`src/rtl/usb_crc_serial_engine.sv`:
```
// Serial USB CRC generator/checker: CRC5 for tokens or CRC16 for data, chosen by parameter.
// In transmit it passes payload bits through and then appends the inverted CRC; in receive it checks the residual.
module usb_crc_serial_engine #(
  parameter int unsigned      CRC_W    = 5,
  parameter logic [CRC_W-1:0] POLY     = CRC_W'(5'h05),
  parameter logic [CRC_W-1:0] INIT     = '1,
  parameter logic [CRC_W-1:0] RESIDUAL = CRC_W'(5'h0C)
) (
  input  logic             clk_c,
  input  logic             reset_n,
  input  logic             start,
  input  logic             mode,
  input  logic             halt_tx,
  input  logic             bit_valid,
  input  logic             bit_last,
  input  logic             data_in,
  output logic             data_out,
  output logic             out_valid,
  output logic             busy,
  output logic             crc_done,
  output logic             error,
  output logic             err_sticky,
  output logic [CRC_W-1:0] crc_value
);
  // state  | meaning
  // IDLE   | no packet, waiting for start
  // DATA   | consuming payload bits (tx: pass-through, rx: includes CRC bits)
  // APPEND | tx only, shifting out inverted CRC MSB-first, cnt_q counts down
  // CHECK  | rx only, single cycle residual compare
  typedef enum logic [1:0] {S_IDLE, S_DATA, S_APPEND, S_CHECK} state_t;

  localparam int unsigned CNT_W = $clog2(CRC_W);

  state_t           state;
  logic [CRC_W-1:0] crc_q;
  logic [CNT_W-1:0] cnt_q;
  logic             mode_q;
  logic             sticky_q;
  logic             consume;

  function automatic logic [CRC_W-1:0] crc_step(input logic [CRC_W-1:0] c, input logic d);
    crc_step = {c[CRC_W-2:0], 1'b0} ^ ((d ^ c[CRC_W-1]) ? POLY : '0);
  endfunction

  assign consume = (state == S_DATA) && bit_valid && !halt_tx;

  always_ff @(posedge clk_c or negedge reset_n) begin
    if (!reset_n) begin
      state    <= S_IDLE;
      crc_q    <= INIT;
      cnt_q    <= '0;
      mode_q   <= 1'b0;
      sticky_q <= 1'b0;
    end else if (start) begin
      // start wins over halt and silently abandons any packet in flight
      state    <= S_DATA;
      crc_q    <= INIT;
      cnt_q    <= '0;
      mode_q   <= mode;
      sticky_q <= 1'b0;
    end else begin
      case (state)
        S_DATA: begin
          if (consume) begin
            crc_q <= crc_step(crc_q, data_in);
            if (bit_last) begin
              if (mode_q) begin
                state <= S_CHECK;
              end else begin
                state <= S_APPEND;
                cnt_q <= CNT_W'(CRC_W - 1);
              end
            end
          end
        end
        S_APPEND: begin
          if (!halt_tx) begin
            crc_q <= {crc_q[CRC_W-2:0], 1'b0};
            if (cnt_q == '0) state <= S_IDLE;
            else             cnt_q <= cnt_q - 1'b1;
          end
        end
        S_CHECK: begin
          if (crc_q != RESIDUAL) sticky_q <= 1'b1;
          state <= S_IDLE;
        end
        default: state <= S_IDLE;
      endcase
    end
  end

  // Outputs decode the registered state; a start in the same cycle suppresses
  // any bit, done or error belonging to the packet it aborts.
  always_comb begin
    data_out  = 1'b0;
    out_valid = 1'b0;
    crc_done  = 1'b0;
    error     = 1'b0;
    if (!start) begin
      case (state)
        S_DATA: begin
          if (!mode_q) begin
            data_out  = data_in;
            out_valid = bit_valid && !halt_tx;
          end
        end
        S_APPEND: begin
          data_out  = ~crc_q[CRC_W-1];
          out_valid = !halt_tx;
          crc_done  = !halt_tx && (cnt_q == '0);
        end
        S_CHECK: begin
          crc_done = 1'b1;
          error    = (crc_q != RESIDUAL);
        end
        default: ;
      endcase
    end
  end

  assign busy       = (state != S_IDLE);
  assign err_sticky = sticky_q | error;
  assign crc_value  = crc_q;

endmodule

```
`config.mk`:
```
export PLATFORM = sky130hd
export DESIGN_NAME = usb_crc_serial_engine
export DESIGN_NICKNAME = d
export VERILOG_FILES = /design/src/rtl/usb_crc_serial_engine.sv
export SDC_FILE = /design/constraint.sdc
export NUM_CORES = 1
export LEC_CHECK = 0
export CORE_MARGIN = 5
export CORE_UTILIZATION = 45
export CTS_CLUSTER_SIZE = 20
export DETAILED_ROUTE_END_ITERATION = 6
export PLACE_DENSITY_LB_ADDON = 0.1
export SYNTH_ARGS = -nofsm -noshare
export SYNTH_HDL_FRONTEND = slang
export SYNTH_SLANG_ARGS = --single-unit
```
`constraint.sdc`:
```
create_clock -name clk_c -period 2.4 [get_ports clk_c]
set_input_delay 0.36 -clock clk_c [delete_from_list [all_inputs] [get_ports clk_c]]
set_output_delay 0.36 -clock clk_c [all_outputs]
set_load 0.005 [all_outputs]
```
==> out/metrics.yaml, run 1 <==
outcome:
  status: "finished clean"
synthesis:
  syn_inst: 96
  yosysTopAreaCell: "dfrtp_1"
  synth_area_um2: 822.0
  simple_gate_share_pct: 28.31
  synthAoiAreaFrac_pct: 14.61
  yosys_cells: 96
  synthTopCellsByCount: "nor2_1 (17), inv_1 (10), nand2_1 (10), dfrtp_1 (7), ha_1 (6)"
  ys_top_logic_family: "simple AND/OR/NAND/NOR gates"
  ys_warn_count: 0
  synthesis.nets: 110
  ys.flops: 12
  ys_seq_share_pct: 37.29
  synth.avg_cell_area_um2: 8.563
  yosysUniqueCellTypes: 35
  synth_top_area_share_pct: 21.31
  ys_chip_area_um2: 822.0
  synth-main-ff-cell: "dfrtp_1"
  ys_async_sr_fraction_pct: 100.0
worst_setup_path:
  cp.arrival_ns: 1.94
  worstSetupPathType: "flip-flop to output pin"
  path_cells: "nor2_1 -> a41oi_1 -> nor2b_1 -> or2_2 -> clkdlybuf4s50_1"
  cp_data_required_time_ns: 2.04
  cp_top_family: "flip-flops"
  critPathLaunch: "crc_value[1]"
  path_depth: 5
  regToRegStartpoint: "state[1]"
  crit_fanout: 4
  reg2reg_to: "cnt_q[1]"
  start_kind: "flip-flop"
  crit_slowest_cell: "dfstp_2"
  cp_slowest_stage_delay_ns: 0.57
  rrSetupSlack_ns: 0.58
final_timing:
  drv_slew: 0
  max_freq_mhz: 434.3
  finalHoldViolCount: 0
  tightestPinTransition_ns: 0.5520
  whs_ns: 0.4375
  relSlewSlack_pct: 63.08
  final.setup.worst_slack_ns: 0.09756
  setup_viol_count_final: 0
  post-route-min-period_ns: 2.302
finish:
  layout_top_cells: "nor2_1 (17), clkdlybuf4s50_1 (17), inv_1 (10), nand2_1 (10), dfrtp_1 (7)"
  area_delta_synth_final_pct: 30.90
  final_area_um2: 1076
  final-comb-area_um2: 459.2
  final-instance-count-excl-fill: 142
  drive_gt1_share_pct: 16.24
  fillers: 162
  layout.nets: 132
pwr:
  sw_frac_of_total_pct: 28.71
  power.leakage_nw: 0.4789
  p_clk_w: 0.000160
  intPower_w: 0.0004160
  vdd_drop_max_mv: 0.4108
  power_density_nw_per_um2: 542.3
  p_sw_w: 0.0001676
  seq_cell_power_w: 0.000259
  power.group.top: "sequential cells"
  p_comb_w: 0.000165
  finalPower_w: 0.0005836
route:
  drt_wl_total_mm: 1.876
  wl_per_cell_um: 13.21
  first_iter_violations: 5
  dr.pass1.iters: 4
  ant_nets: 0
  route.detailed.drc: 0
  dr_total_vias: 744
  avgViaCountPerCell: 5.239
clock_network:
  clkSlewWorstSetupHoldPaths_ns: 0.08
  clock_latency_ns: 0.27
  ctsHoldBuffers: 0
  cts-root-buf: "clkbuf_4"
  cts_buffers: 3
  cts.sinks: 12
  clock_path_buffers: 2
floorplanning:
  die_h_um: 52.74
  chipWidth_um: 52.74
  chipArea_um2: 2782
  num_io_pins: 19
  initial_core_util_pct: 47.61
  rows: 15
  core_um2: 1727
flow_run:
  warning_count: 31
  maxCapViolations: 0
worst_hold_path:
  hp-class: "input pin to async pin"
global_route:
  grt_antenna_before_repair: 0
  grt_pass1_vias: 726
  track_usage_pct: 15.63
  grt_pass1_wl_mm: 3.111
  grt_max_degree: 16
placed_design:
  routabilityCongestion: 0.8013
  place_inst: 137
  portBuffers: 18
  dp_slack_ns: 0.2602
-- run 1: per-layer routing --
layer	vias to the layer above	part of all wire [%]	global-route usage, %
met2	18	52	28.10
met3	6	4.5	3.704
met1	355	42	16.81
li1	365	-	-
met5	-	0	0
met4	0	1.7	7.660
-- run 1: layout make-up --
class                   instances  share of cell area (%)
inverters                      10                   3.488
well taps                      25                   2.907
repair buffers                 21                   19.07
multi-input cells              70                   42.67
flip-flops and latches         12                   28.49
clock buffers                   4                   3.372
-- run 1: what timing repair did --
item | CTS | global route
endpoints found under the setup margin | 0 | 4
gates resized | 0 | 2
endpoints found under the hold margin | 0 | 0
setup buffers | 0 | 1
-- run 1: registers in the layout (all words and copies together), names as in the netlist --
name       cells
crc_value      5
cnt_q          3
state          2
mode_q         1
sticky_q       1
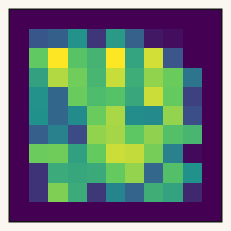
**Above:** run 1 (local utilization).
(4 px per µm) The die is cut into 11 by 11 equal tiles; dark purple is low, yellow is high, 0 to 100% covered.
The mean over all tiles is 38%. 22% of the tiles are over 75% full. The densest ninth of the die: middle.

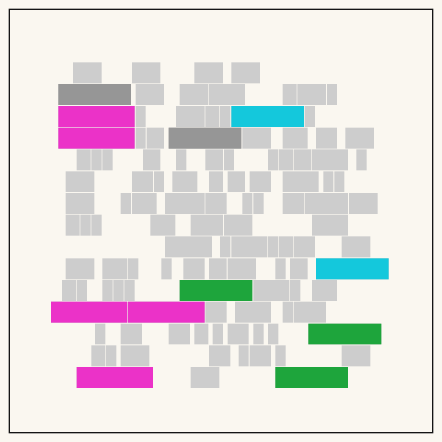
**Above:** run 1 (register map, names as in the netlist).
(8 px per µm) Other sequential cells in the stronger gray, the rest of the logic in the fainter gray.
Key: state = cyan [sequential cells 2]; cnt_q = green [sequential cells 3]; crc_value = magenta [sequential cells 5]
Another 2 sequential cells are not colored.

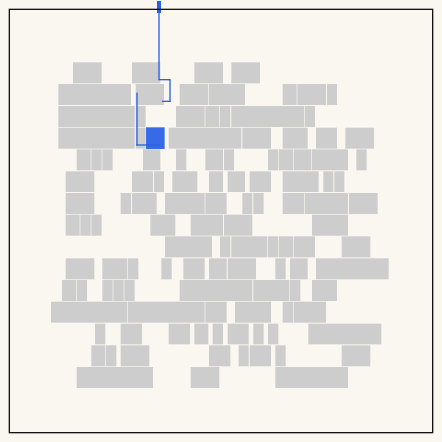
**Above:** run 1 (I/O nets highlighted).
(8 px per µm)
Key: err_sticky = blue [bits 1, direction output, edge top, end cells 1, buffers 1, wire 22.7 µm]

==> run 2: changes to the inputs <==
--- a/config.mk
+++ b/config.mk
@@ -9,7 +9,9 @@
 export CORE_UTILIZATION = 45
 export CTS_CLUSTER_SIZE = 20
 export DETAILED_ROUTE_END_ITERATION = 6
+export GPL_TIMING_DRIVEN = 0
 export PLACE_DENSITY_LB_ADDON = 0.1
+export SETUP_SLACK_MARGIN = 0.15
 export SYNTH_ARGS = -nofsm -noshare
 export SYNTH_HDL_FRONTEND = slang
 export SYNTH_SLANG_ARGS = --single-unit
==> constraint.sdc (replaced) <==
create_clock -name clk_c -period 2.6 [get_ports clk_c]
set_input_delay 0.39 -clock clk_c [delete_from_list [all_inputs] [get_ports clk_c]]
set_output_delay 0.39 -clock clk_c [all_outputs]
set_load 0.005 [all_outputs]
==> out/metrics.yaml, run 2 <==
synthesis:
  synthAoiAreaFrac_pct: 14.61  # unchanged
  synth.avg_cell_area_um2: 8.563  # unchanged
  simple_gate_share_pct: 28.31  # unchanged
  synth-main-ff-cell: "dfrtp_1"
  yosysTopAreaCell: "dfrtp_1"
  synthTopCellsByCount: "nor2_1 (17), inv_1 (10), nand2_1 (10), dfrtp_1 (7), ha_1 (6)"
  ys_chip_area_um2: 822.0  # unchanged
  syn_inst: 96  # unchanged
  ys_async_sr_fraction_pct: 100.0  # unchanged
  ys_top_logic_family: "simple AND/OR/NAND/NOR gates"
  yosys_cells: 96  # unchanged
  area_leaders: "dfrtp_1 (21%), dfstp_2 (16%), ha_1 (9.1%)"
  synth_area_um2: 822.0  # unchanged
  ys_warn_count: 0  # unchanged
  ys_seq_share_pct: 37.29  # unchanged
  synth_top_area_share_pct: 21.31  # unchanged
  synth.area.mux_share_pct: 1.370
  ys.flops: 12  # unchanged
  synthesis.nets: 110  # unchanged
  yosysUniqueCellTypes: 35  # unchanged
final_timing:
  setup_viol_count_final: 0  # unchanged
  tightestPinTransition_ns: 0.5590  # +0.006941 ns
  drv_slew: 0  # unchanged
  final.setup.worst_slack_ns: 0.2733  # +0.1757 ns
  post-route-min-period_ns: 2.327
  finalSetupTns_ns: 0
  skew_ns: 0.008108
  max_freq_mhz: 429.8
  finalHoldViolCount: 0  # unchanged
  relSlewSlack_pct: 62.62  # -0.46 points
finish:
  nClkBuffers: 4  # unchanged
  final_area_um2: 1096  # +1.9%
  layout_top_cells: "nor2_1 (17), clkdlybuf4s50_1 (16), nand2_1 (10)"
  largest_class: "multi-input combinational cells"
  nonClkBufAreaFrac_pct: 18.95  # -0.12 points
  largest_reg_flops: 5  # unchanged
  final-comb-area_um2: 476.7  # +3.8%
  layout.nets: 133  # +0.76%
  drive_gt1_share_pct: 20.34  # +4.1 points
  inverters: 10  # unchanged
  area_delta_synth_final_pct: 33.33
  n_sequential_cell: 12  # unchanged
  comb_share_pct: 43.49  # +0.82 points
  seq_share_pct: 27.97  # -0.52 points
  n_all_buffers: 22  # +4.8%
  fillers: 165  # +1.9%
  final-clk-cell-share_pct: 3.311  # -0.062 points
  num-multi-input-gates: 70  # unchanged
  final-instance-count-excl-fill: 143  # +0.70%
route:
  wl_per_cell_um: 13.27  # +0.47%
  wl_met3_um: 66  # -22%
  route.detailed.drc: 0  # unchanged
  drt_wl_total_mm: 1.898  # +1.2%
  ant_nets: 0  # unchanged
  dr_total_vias: 748  # +0.54%
  first_iter_violations: 9  # +4
  routed.top_layer: "met4"
  wl_met2_um: 946  # -2.2%
  dr.pass1.iters: 4  # unchanged
  avgViaCountPerCell: 5.231  # -0.17%
  m1WireLength_um: 844  # +6.7%
placed_design:
  dp_slack_ns: 0.4838  # +0.2236 ns
  routabilityCongestion: 0.7964  # -0.61%
  place_inst: 138  # +0.73%
  portBuffers: 17  # -1
  dpl_cell_area_um2: 1023
  dp_hpwl_mm: 1.382
clock_network:
  cts.sinks: 12  # unchanged
  clkSlewWorstSetupHoldPaths_ns: 0.09  # about the same
  cts_setup_buffers: 0  # unchanged
  cts_resized: 0  # unchanged
  ctsHoldBuffers: 0  # unchanged
  cts_buffers: 3  # unchanged
  clock_path_buffers: 2  # unchanged
  cts-root-buf: "clkbuf_4"
  clock_latency_ns: 0.28  # about the same
floorplanning:
  chipArea_um2: 2782  # unchanged
  die_h_um: 52.74  # unchanged
  rows: 15  # unchanged
  initial_core_util_pct: 47.61  # unchanged
  tap_cells: 25  # unchanged
  chipWidth_um: 52.74  # unchanged
  num_io_pins: 19  # unchanged
  core_um2: 1727  # unchanged
worst_setup_path:
  cp_top_family: "buffers and inverters"
  cp_data_required_time_ns: 2.21  # +0.17 ns
  ff2ff_path_depth: 7
  path_cells: "ha_2 -> inv_1 -> a41oi_2 -> nor2b_4 -> or2_2 -> clkdlybuf4s50_1"
  start_kind: "flip-flop"
  worstSetupPathType: "flip-flop to output pin"
  path_depth: 6  # +1
  crit_slowest_cell: "clkdlybuf4s50_1"
  cp.arrival_ns: 1.94  # about the same
  cp_num_buf_inv: 2
  crit_fanout: 5  # +1
  critPathCaptureType: "output pin"
  cp_slowest_stage_delay_ns: 0.48  # -0.09 ns
flow_run:
  warning_count: 30  # -3.2%
  maxCapViolations: 0  # unchanged
pwr:
  finalPower_w: 0.0005537  # -5.1%
  power.leakage_nw: 0.4784  # -0.11%
  vdd_drop_max_mv: 0.4092  # -0.39%
  power_density_nw_per_um2: 505.2  # -6.9%
global_route:
  met1_usage_pct: 18.34  # +1.5 points
  grt_pass1_wl_mm: 3.105  # -0.19%
  grt_use_met3_pct: 3.704  # unchanged
  grt_max_degree: 13  # -3
  top_usage_layer: "met2"
  grt_pass1_vias: 753  # +3.7%
  grt_antenna_before_repair: 0  # unchanged
  use_met2_pct: 25.00  # -3.1 points
  track_usage_pct: 15.62  # about the same
outcome:
  status: "finished clean"
worst_hold_path:
  hp-class: "input pin to async pin"
-- run 2: power breakdown --
part / internal (W) / switching [W]
combinational: 0.0000839 / 0.0000707
clock: 0.0000852 / 0.0000731
sequential: 0.000217 / 0.0000239
-- run 2: path summary, 6_finish.rpt --
kind	start	to	slack, ns
setup / recovery	state[0]	err_sticky	0.27
hold / removal	reset_n	state[1]	0.46
setup reg to reg	state[1]	cnt_q[1]	0.83
hold reg to reg	crc_value[0]	crc_value[0]	0.51
max in group asynchronous	reset_n	crc_value[3]	1.76
min in group clk_c	start	crc_value[4]	0.48
-- run 2: per-stage QoR --
stage	hold slack (ns)	util (%)
3_3_place_gp	0.4773	59.28
4_1_cts	0.4618	61.38
3_5_place_dp	0.4876	59.28
6_report	0.4582	63.48
5_1_grt	0.4824	63.48
2_1_floorplan	0.09441	-
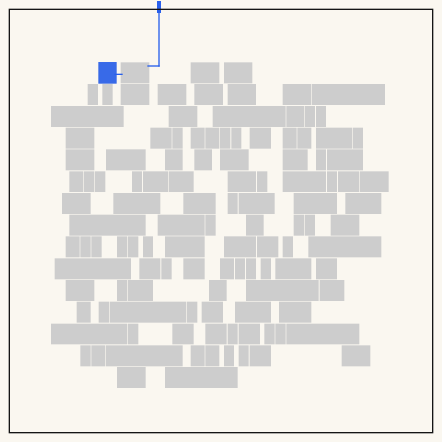
**Above:** run 2 (I/O nets highlighted).
(8 px per µm)
Key: err_sticky = blue [bits 1, direction output, edge top, end cells 1, buffers 1, wire 9.10 µm]

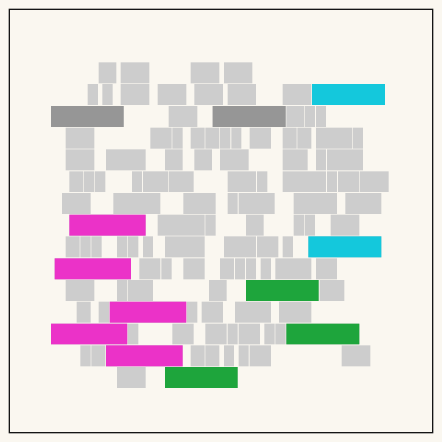
**Above:** run 2 (register map, names as in the netlist).
(8 px per µm) Other sequential cells in the stronger gray, the rest of the logic in the fainter gray.
Key: crc_value = magenta [sequential cells 5]; state = cyan [sequential cells 2]; cnt_q = green [sequential cells 3]
Another 2 sequential cells are not colored.

Power and IR drop assume default switching activity.
